[config.mk]
export PLATFORM = sky130hd
export DESIGN_NAME = cic_decimator_flat
export DESIGN_NICKNAME = d
export VERILOG_FILES = /design/src/rtl/cic_pkg.sv /design/src/rtl/cic_if.sv /design/src/rtl/cic_integrator_chain.sv /design/src/rtl/cic_decimator.sv /design/src/flat_wrapper.sv
export SDC_FILE = /design/constraint.sdc
export NUM_CORES = 1
export LEC_CHECK = 0
export ABC_AREA = 0
export CORE_MARGIN = 2
export CORE_UTILIZATION = 55
export CTS_CLUSTER_DIAMETER = 150
export CTS_CLUSTER_SIZE = 16
export DETAILED_ROUTE_END_ITERATION = 8
export PLACE_DENSITY = 0.76
export SLEW_MARGIN = 30
export SYNTH_ARGS = -nofsm -noshare
export SYNTH_HDL_FRONTEND = slang
export SYNTH_SLANG_ARGS = --single-unit
[constraint.sdc]
create_clock -name clk -period 6.3 [get_ports clk]
set_input_delay 0.945 -clock clk [delete_from_list [all_inputs] [get_ports clk]]
set_output_delay 0.945 -clock clk [all_outputs]
set_load 0.05 [all_outputs]
[src/rtl/cic_pkg.sv]
// cic_pkg: shared types and helpers for the CIC decimator.
// Mode encodings, FSM states and accumulator sizing.
package cic_pkg;

  localparam logic MODE_INCR = 1'b0;
  localparam logic MODE_CONT = 1'b1;

  typedef enum logic {
    ST_IDLE,
    ST_INTEG
  } state_t;

  // Worst-case growth of an ORDER-stage chain at the largest ratio
  function automatic int acc_bits(input int order,
                                  input int max_log2_r);
    return order * max_log2_r + 1;
  endfunction

endpackage

[src/rtl/cic_if.sv]
// cic_if: sample/config inputs and result outputs of the decimator.
// master drives samples and config, slave returns results.
interface cic_if
  import cic_pkg::*;
#(
  parameter int MAX_LOG2_R = 6,
  parameter int OUT_BITS   = 16
);

  localparam int LW = $clog2(MAX_LOG2_R + 1);

  logic                in_valid;
  logic                x;
  logic                mode;
  logic [LW-1:0]       log2_r;
  logic                start;
  logic                busy;
  logic                out_valid;
  logic [OUT_BITS-1:0] z;

  modport master (
    output in_valid,
    output x,
    output mode,
    output log2_r,
    output start,
    input  busy,
    input  out_valid,
    input  z
  );

  modport slave (
    input  in_valid,
    input  x,
    input  mode,
    input  log2_r,
    input  start,
    output busy,
    output out_valid,
    output z
  );

endinterface

[src/rtl/cic_integrator_chain.sv]
// cic_integrator_chain: ORDER cascaded accumulators, modulo 2^W.
// i_out is the last stage including the sample of this cycle.
module cic_integrator_chain
  import cic_pkg::*;
#(
  parameter int ORDER = 2,
  parameter int W     = 13
) (
  input  logic         clk,
  input  logic         reset,
  input  logic         clr,
  input  logic         en,
  input  logic         x,
  output logic [W-1:0] i_out
);

  logic [W-1:0] acc_q [ORDER];
  logic [W-1:0] acc_d [ORDER];

  // Updated values ripple down the cascade in one cycle
  always_comb begin
    logic [W-1:0] s;
    s = W'(x);
    for (int k = 0; k < ORDER; k++) begin
      s        = acc_q[k] + s;
      acc_d[k] = s;
    end
  end

  assign i_out = acc_d[ORDER-1];

  // Clear has priority over accumulation
  always_ff @(posedge clk or posedge reset) begin
    if (reset) begin
      for (int k = 0; k < ORDER; k++) acc_q[k] <= '0;
    end else if (clr) begin
      for (int k = 0; k < ORDER; k++) acc_q[k] <= '0;
    end else if (en) begin
      for (int k = 0; k < ORDER; k++) acc_q[k] <= acc_d[k];
    end
  end

endmodule

[src/rtl/cic_decimator.sv]
// cic_decimator: CIC decimator for 1-bit delta-sigma streams.
// Incremental one-shot or continuous mode, runtime 2^n ratio.
module cic_decimator
  import cic_pkg::*;
#(
  parameter int ORDER      = 2,
  parameter int MAX_LOG2_R = 6,
  parameter int OUT_BITS   = 16
) (
  input  logic clk,
  input  logic reset,
  cic_if.slave bus
);

  localparam int ACC_BITS = acc_bits(ORDER, MAX_LOG2_R);
  localparam int LW       = $clog2(MAX_LOG2_R + 1);
  localparam int CW       = MAX_LOG2_R;
  localparam int SW       = $clog2(ORDER + 1);

  if (OUT_BITS < ACC_BITS) begin : g_bad_width
    $fatal(1, "cic_decimator: OUT_BITS smaller than ACC_BITS");
  end

  if (ORDER < 1 || ORDER > 4) begin : g_bad_order
    $fatal(1, "cic_decimator: ORDER outside 1..4");
  end

  if (MAX_LOG2_R < 1) begin : g_bad_ratio
    $fatal(1, "cic_decimator: MAX_LOG2_R must be >= 1");
  end

  logic                init_q;
  logic                mode_q;
  logic [LW-1:0]       l2_q;
  state_t              state_q;
  logic [CW-1:0]       cnt_q;
  logic [SW-1:0]       settle_q;
  logic [ACC_BITS-1:0] comb_q [ORDER];
  logic [OUT_BITS-1:0] z_q;
  logic                ov_q;

  logic [LW-1:0]       l2_eff;
  logic [CW-1:0]       r_m1;
  logic                cont;
  logic                flush;
  logic                last;
  logic                samp;
  logic                en;
  logic                fire;
  logic                clr;
  logic                settled;
  logic [ACC_BITS-1:0] i_out;
  logic [ACC_BITS-1:0] comb_in [ORDER];
  logic [ACC_BITS-1:0] comb_out;

  assign l2_eff = (l2_q > LW'(MAX_LOG2_R)) ? LW'(MAX_LOG2_R)
                                           : l2_q;
  assign r_m1   = CW'((32'd1 << l2_eff) - 32'd1);

  assign cont  = (mode_q == MODE_CONT);
  assign flush = !init_q
              || (bus.mode != mode_q)
              || (bus.log2_r != l2_q);
  assign last  = (cnt_q == r_m1);

  // Incremental: a start drops its sample unless it ends a run
  assign samp = cont ? bus.in_valid
              : ((state_q == ST_INTEG) && bus.in_valid
                 && (!bus.start || last));

  assign en      = samp && !flush;
  assign fire    = en && last;
  assign clr     = flush || (!cont && bus.start);
  assign settled = (settle_q == SW'(ORDER));

  cic_integrator_chain #(
    .ORDER (ORDER),
    .W     (ACC_BITS)
  ) u_integ (
    .clk   (clk),
    .reset (reset),
    .clr   (clr),
    .en    (en),
    .x     (bus.x),
    .i_out (i_out)
  );

  // Comb cascade: each stage subtracts its stored input
  always_comb begin
    logic [ACC_BITS-1:0] c;
    c = i_out;
    for (int k = 0; k < ORDER; k++) begin
      comb_in[k] = c;
      c          = c - comb_q[k];
    end
    comb_out = c;
  end

  // Config shadows; a mismatch (or first cycle) forces a flush
  always_ff @(posedge clk or posedge reset) begin
    if (reset) begin
      init_q <= 1'b0;
      mode_q <= MODE_INCR;
      l2_q   <= '0;
    end else if (flush) begin
      init_q <= 1'b1;
      mode_q <= bus.mode;
      l2_q   <= bus.log2_r;
    end
  end

  // Accepted-sample counter, wraps at R-1
  always_ff @(posedge clk or posedge reset) begin
    if (reset) begin
      cnt_q <= '0;
    end else if (clr) begin
      cnt_q <= '0;
    end else if (en) begin
      cnt_q <= last ? '0 : cnt_q + 1'b1;
    end
  end

  // Comb delay lines and fill count for continuous mode
  always_ff @(posedge clk or posedge reset) begin
    if (reset) begin
      settle_q <= '0;
      for (int k = 0; k < ORDER; k++) comb_q[k] <= '0;
    end else if (flush) begin
      settle_q <= '0;
      for (int k = 0; k < ORDER; k++) comb_q[k] <= '0;
    end else if (cont && fire) begin
      for (int k = 0; k < ORDER; k++) comb_q[k] <= comb_in[k];
      if (!settled) settle_q <= settle_q + 1'b1;
    end
  end

  // Conversion FSM and registered result outputs
  always_ff @(posedge clk or posedge reset) begin
    if (reset) begin
      state_q <= ST_IDLE;
      z_q     <= '0;
      ov_q    <= 1'b0;
    end else begin
      ov_q <= 1'b0;
      if (flush) begin
        state_q <= ST_IDLE;
      end else if (cont) begin
        if (fire && settled) begin
          z_q  <= OUT_BITS'(comb_out);
          ov_q <= 1'b1;
        end
      end else begin
        unique case (state_q)
          ST_IDLE: begin
            if (bus.start) state_q <= ST_INTEG;
          end
          ST_INTEG: begin
            if (fire) begin
              z_q     <= OUT_BITS'(i_out);
              ov_q    <= 1'b1;
              state_q <= bus.start ? ST_INTEG : ST_IDLE;
            end
          end
          default: state_q <= ST_IDLE;
        endcase
      end
    end
  end

  assign bus.busy      = cont || (state_q == ST_INTEG);
  assign bus.out_valid = ov_q;
  assign bus.z         = z_q;

endmodule

[src/flat_wrapper.sv]
// flat-port wrapper written by rule: the top's interface ports become plain ports
module cic_decimator_flat import cic_pkg::*;
#(
  parameter int ORDER      = 2,
  parameter int MAX_LOG2_R = 6,
  parameter int OUT_BITS   = 16
)
  (clk, reset, bus_in_valid, bus_x, bus_mode, bus_log2_r, bus_start, bus_busy, bus_out_valid, bus_z);
  cic_if #(.MAX_LOG2_R(MAX_LOG2_R), .OUT_BITS(OUT_BITS)) bus_i ();
  input  logic clk;
  input  logic reset;
  input wire logic [$bits(bus_i.in_valid)-1:0] bus_in_valid;
  input wire logic [$bits(bus_i.x)-1:0] bus_x;
  input wire logic [$bits(bus_i.mode)-1:0] bus_mode;
  input wire logic [$bits(bus_i.log2_r)-1:0] bus_log2_r;
  input wire logic [$bits(bus_i.start)-1:0] bus_start;
  output wire logic [$bits(bus_i.busy)-1:0] bus_busy;
  output wire logic [$bits(bus_i.out_valid)-1:0] bus_out_valid;
  output wire logic [$bits(bus_i.z)-1:0] bus_z;
  assign bus_i.in_valid = bus_in_valid;
  assign bus_i.x = bus_x;
  assign bus_i.mode = bus_mode;
  assign bus_i.log2_r = bus_log2_r;
  assign bus_i.start = bus_start;
  assign bus_busy = bus_i.busy;
  assign bus_out_valid = bus_i.out_valid;
  assign bus_z = bus_i.z;
  cic_decimator #(.ORDER(ORDER), .MAX_LOG2_R(MAX_LOG2_R), .OUT_BITS(OUT_BITS)) u_core (.clk(clk), .reset(reset), .bus(bus_i));
endmodule
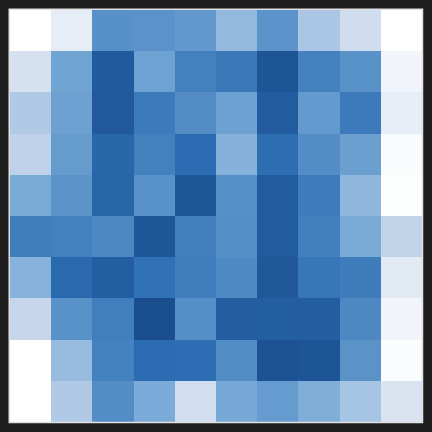
run_1/cell_density.png
Scale: 4 px per micron. 10 x 10 tiles, from white (low) to dark blue (high), 0 to 100% covered.
mean over tiles: 55%
nearly empty tiles: 5.0%
densest ninth of the die: middle
fullest tile: 88%
tiles over 75% full: 22%

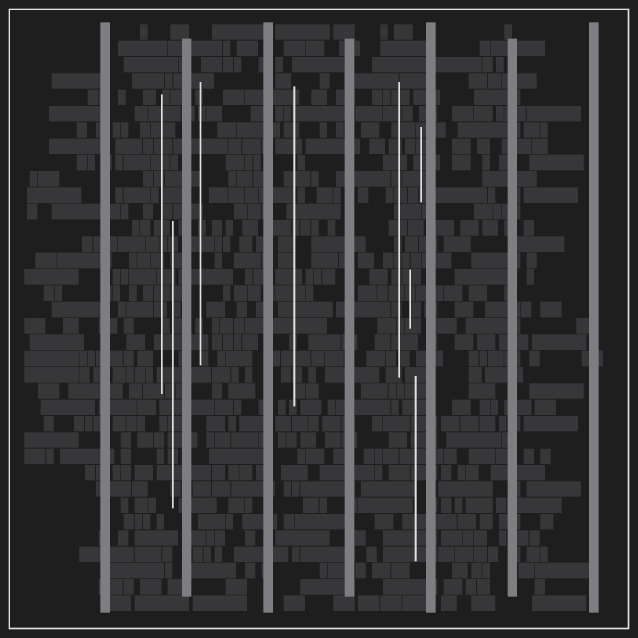
run_1/layer_met4.png
Scale: 6 px per micron. Supply wires on this layer in gray. Cells faint in the background.
main direction: vertical
wire length on this layer: 299 microns
nets with wire on the layer: 6

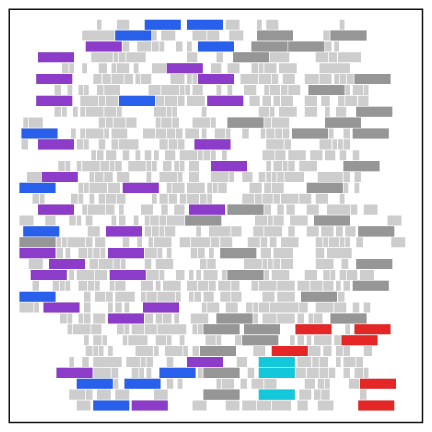
run_1/flops_by_reg.png
Scale: 4 px per micron. Other sequential cells in the stronger gray, the rest of the logic in the fainter gray.
[u_core.l2_q] cyan | placed flops: 3
[u_core.comb_q] purple | placed flops: 26
[u_core.cnt_q] red | placed flops: 6 | where: bottom right
[u_core.bus.z] blue | placed flops: 13
not colored: 32
power in sequential cells: 0.520 mW
Sequential Area: 0.00200 sq mm
Layout Utilization: 61.7%

==> impl_metrics.csv, run 1 <==
group,metric,value,unit
sta,period_needed,6.08,ns
die,fp.dieH,103,microns
routing,via_per_inst,5.62,
clocking,clockRootBuffer,"clkbuf_8",
global_routing,grt_start_max_net_pins,81,
yosys,ys_cells,616,
setup_path,worstSetupPathType,"input port to flip-flop",
yosys,synth.area.top_cells,"dfrtp_1, ha_1, nand2_1, xnor2_1, a21oi_1",
setup_path,crit_family,"AND-OR/OR-AND gates",
job,warnings,30,
setup_path,worstSetupEndpointType,"flip-flop",
status,status,"finished clean",
sta,fmax,164,MHz
die,fp-row-count,36,
routing,drc,0,
setup_path,r2r_start,"u_core.u_integ.acc_q[13]$_DFFE_PP0P_",
clocking,clk_latency,0.39,ns
finish,final_nets,687,
setup_path,cp.arrival,6.40,ns
sta,period_used_share,96.6,%
routing,ant_nets,0,
[run 1: routing by layer]
| layer | GRT usage, % | up-vias | wire length [microns] |
|---|---|---|---|
| li1 | - | 2155 | - |
| met1 | 33.2 | 2089 | 5700 |
| met2 | 40.0 | 67 | 5650 |
| met3 | 4.00 | 19 | 320 |
| met4 | 8.91 | 0 | 298 |
| met5 | 0 | - | 0 |
[run 1: placed cells by master (no fill, tap or decap), types with 8 or more instances in the layout]
master / instances
clkdlybuf4s50_1: 23
a21oi_1: 52
xor2_1: 12
inv_1: 35
clkbuf_8: 9
ha_1: 43
nor2_1: 38
o21a_1: 8
xnor2_1: 33
dfrtp_1: 80
a22o_1: 11
buf_4: 11
a211oi_1: 9
nand2b_1: 9
nand3_1: 15
o21ai_0: 48
nand2_1: 86
[run 1: synth_stat cells (4+ instances only)]
| library cell | instances |
|---|---|
| a211oi_1 | 10 |
| a21o_1 | 6 |
| a21oi_1 | 52 |
| a22o_1 | 11 |
| a31oi_1 | 5 |
| and3_1 | 5 |
| buf_2 | 5 |
| clkbuf_1 | 24 |
| dfrtp_1 | 80 |
| ha_1 | 43 |
| inv_1 | 36 |
| mux2i_1 | 6 |
| nand2_1 | 86 |
| nand2b_1 | 9 |
| nand3_1 | 15 |
| nor2_1 | 38 |
| nor2b_1 | 6 |
| nor3_1 | 7 |
| o21a_1 | 8 |
| o21ai_0 | 48 |
| o21ai_1 | 6 |
| o22ai_1 | 4 |
| o31ai_1 | 7 |
| or3_1 | 5 |
| xnor2_1 | 33 |
| xor2_1 | 12 |
[run 1: worst max-delay path by stage]
| stage | to | slack, ns | from | cells past startpoint |
|---|---|---|---|---|
| finish | u_core.bus.z[12]$_DFFE_PP0P_ | 0.22 | bus_x | 23 |
| floorplan | u_core.bus.z[12]$_DFFE_PP0P_ | 0.90 | bus_x | 24 |
| global route | u_core.bus.z[12]$_DFFE_PP0P_ | 0.02 | bus_x | 25 |
| global placement | u_core.bus.z[12]$_DFFE_PP0P_ | 0.16 | bus_x | 22 |
| detailed placement | u_core.bus.z[12]$_DFFE_PP0P_ | -0.06 | bus_x | 23 |
| CTS | u_core.bus.z[12]$_DFFE_PP0P_ | 0.29 | bus_x | 23 |
[run 1: state kept, by name (all words and copies together), names as in the netlist]
register	flops
u_core.comb_q	26
u_core.u_integ.acc_q	26
u_core.bus.z	13
u_core.cnt_q	6
u_core.l2_q	3
u_core.settle_q	2
u_core.bus.out_valid	1
u_core.cont	1
u_core.init_q	1
u_core.state_q	1
[run 1: report_power, final]
part	total, mW	internal [mW]	leakage (nW)	switching (mW)
registers	0.520	0.515	1.11	0.00483
clock network	0.378	0.151	0.0927	0.227
logic	0.0474	0.0154	1.44	0.0319
[run 1: area by class of cell]
cell class,instances,area (sq um),share of cell area (%)
inverter,37,154,2.59
tap,133,166,2.80
sequential,80,2000,33.7
clock buffer,9,124,2.08
timing repair buffer,35,324,5.45
clock inverter,7,62.6,1.05
multi-input combinational,469,3110,52.3
run_1/clocks.png
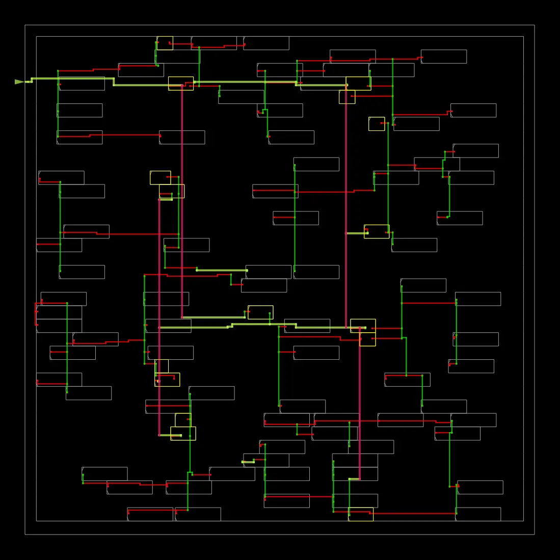

==> run 2, diff against run 1 <==
--- a/config.mk
+++ b/config.mk
@@ -6,10 +6,11 @@
 export NUM_CORES = 1
 export LEC_CHECK = 0
 export ABC_AREA = 0
+export CORE_ASPECT_RATIO = 1.1
 export CORE_MARGIN = 2
 export CORE_UTILIZATION = 55
 export CTS_CLUSTER_DIAMETER = 150
-export CTS_CLUSTER_SIZE = 16
+export CTS_CLUSTER_SIZE = 28
 export DETAILED_ROUTE_END_ITERATION = 8
 export PLACE_DENSITY = 0.76
 export SLEW_MARGIN = 30
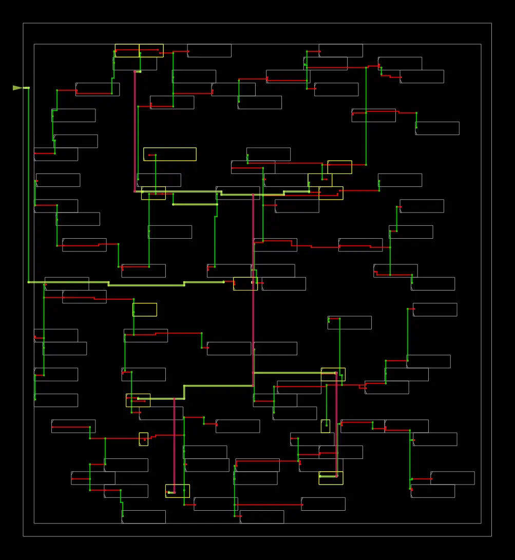
run_2/clocks.png
clk pwr: 0.406 mW
Seq cells: 80
Layout Skew: 0.0118 ns

==> impl_metrics.csv, run 2 <==
group,metric,value,unit
status,status,"finished clean",
sta,period_used_share,93.4,%
setup_path,r2r_start,"u_core.u_integ.acc_q[13]$_DFFE_PP0P_",
setup_path,worstSetupEndpointType,"flip-flop",
die,fp-row-count,37,
pwr,pwr-share-clk,41.7,%
pwr,p_int,0.742,mW
pwr,p_comb_share,4.9,%
yosys,synth.area.top_cells,"dfrtp_1, ha_1, nand2_1, xnor2_1, a21oi_1",
clocking,clockRootBuffer,"clkbuf_8",
routing,drc,0,
setup_path,worstSetupPathType,"input port to flip-flop",
pwr,power_frac_seq,53.4,%
yosys,ys_cells,616,
routing,ant_nets,0,
global_routing,grt_start_max_net_pins,81,
finish,lay_top_cells,"nand2_1, dfrtp_1, a21oi_1",
pwr,switching_share,23.7,%
job,warnings,30,
setup_path,crit_family,"AND-OR/OR-AND gates",
clocking,clk_latency,0.37,ns
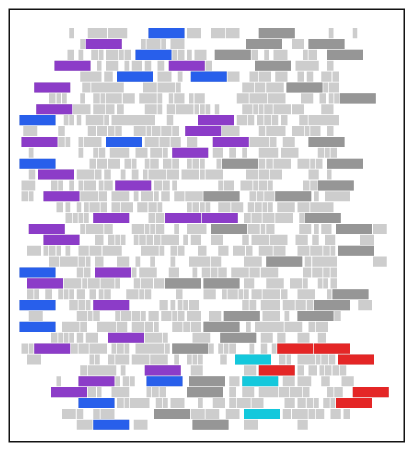
run_2/flops_by_reg.png
Scale: 4 px per micron. Other sequential cells in the stronger gray, the rest of the logic in the fainter gray.
[u_core.l2_q] cyan | placed flops: 3
[u_core.cnt_q] red | placed flops: 6 | where: bottom right
[u_core.comb_q] purple | placed flops: 26
[u_core.bus.z] blue | placed flops: 13
not colored: 32
Seq/total area: 33.6%
Layout Utilization: 63.1%

[run 2: cell counts after synthesis]
No cell type changed its count.
[run 2: area by class of cell]
class | instances | area (sq um)
clock buffer | 12 | 165
clock inverter | 3 | 40.0
timing repair buffer | 36 | 332
multi-input combinational | 469 | 3120
fill | 798 | 3480
sequential | 80 | 2000
tap | 117 | 146
inverter | 37 | 154
[run 2: worst reg2reg max path: cells and delay by family, from the launching register on]
family,cells,cell delay (ns)
AOI/OAI and AO/OA,9,1.69
xor gates and xnor gates,2,0.46
adders and majority gates,5,1.64
and+or+nand+nor,4,0.67
DFF,1,0.41
muxes,1,0.31
[run 2: logic make-up (layout without fill, tap and decap cells)]
group,Yosys count,after routing,synth area share [%]
and+or+nand+nor,190,190,16.7
AOI/OAI and AO/OA,174,174,19.8
adders and majority gates,46,46,11.1
other,2,4,0.139
buffers and inverters,69,88,5.39
xor gates and xnor gates,47,47,8.04
muxes,8,8,1.60
DFF,80,80,37.2
[run 2: how the worst max path moves through the flow]
stage / to / slack, ns / cells past startpoint
5_1_grt: u_core.bus.z[12]$_DFFE_PP0P_ / 0.03 / 25
3_3_place_gp: u_core.bus.z[12]$_DFFE_PP0P_ / 0.16 / 22
3_5_place_dp: u_core.bus.z[12]$_DFFE_PP0P_ / 0.03 / 22
4_1_cts: u_core.bus.z[12]$_DFFE_PP0P_ / 0.40 / 23
2_1_floorplan: u_core.bus.z[12]$_DFFE_PP0P_ / 0.90 / 24
6_report: u_core.bus.z[12]$_DFFE_PP0P_ / 0.41 / 23
[run 2: routing by layer]
layer / GRT usage (%) / wire, microns
met1: 31.7 / 5340
met2: 40.4 / 5910
met3: 4.16 / 694
met4: 9.98 / 235
met5: 0 / 0
[run 2: power by group through the flow]
stage,clock [mW],combinational (mW),sequential (mW)
5_1_grt,0.432,0.0528,0.520
6_report,0.406,0.0474,0.520
3_5_place_dp,0,0.0480,0.530
2_1_floorplan,0,0.0365,0.526
3_3_place_gp,0,0.0469,0.530
4_1_cts,0.415,0.0483,0.519
No activity file was given, so power comes from the tool's default toggle rates.
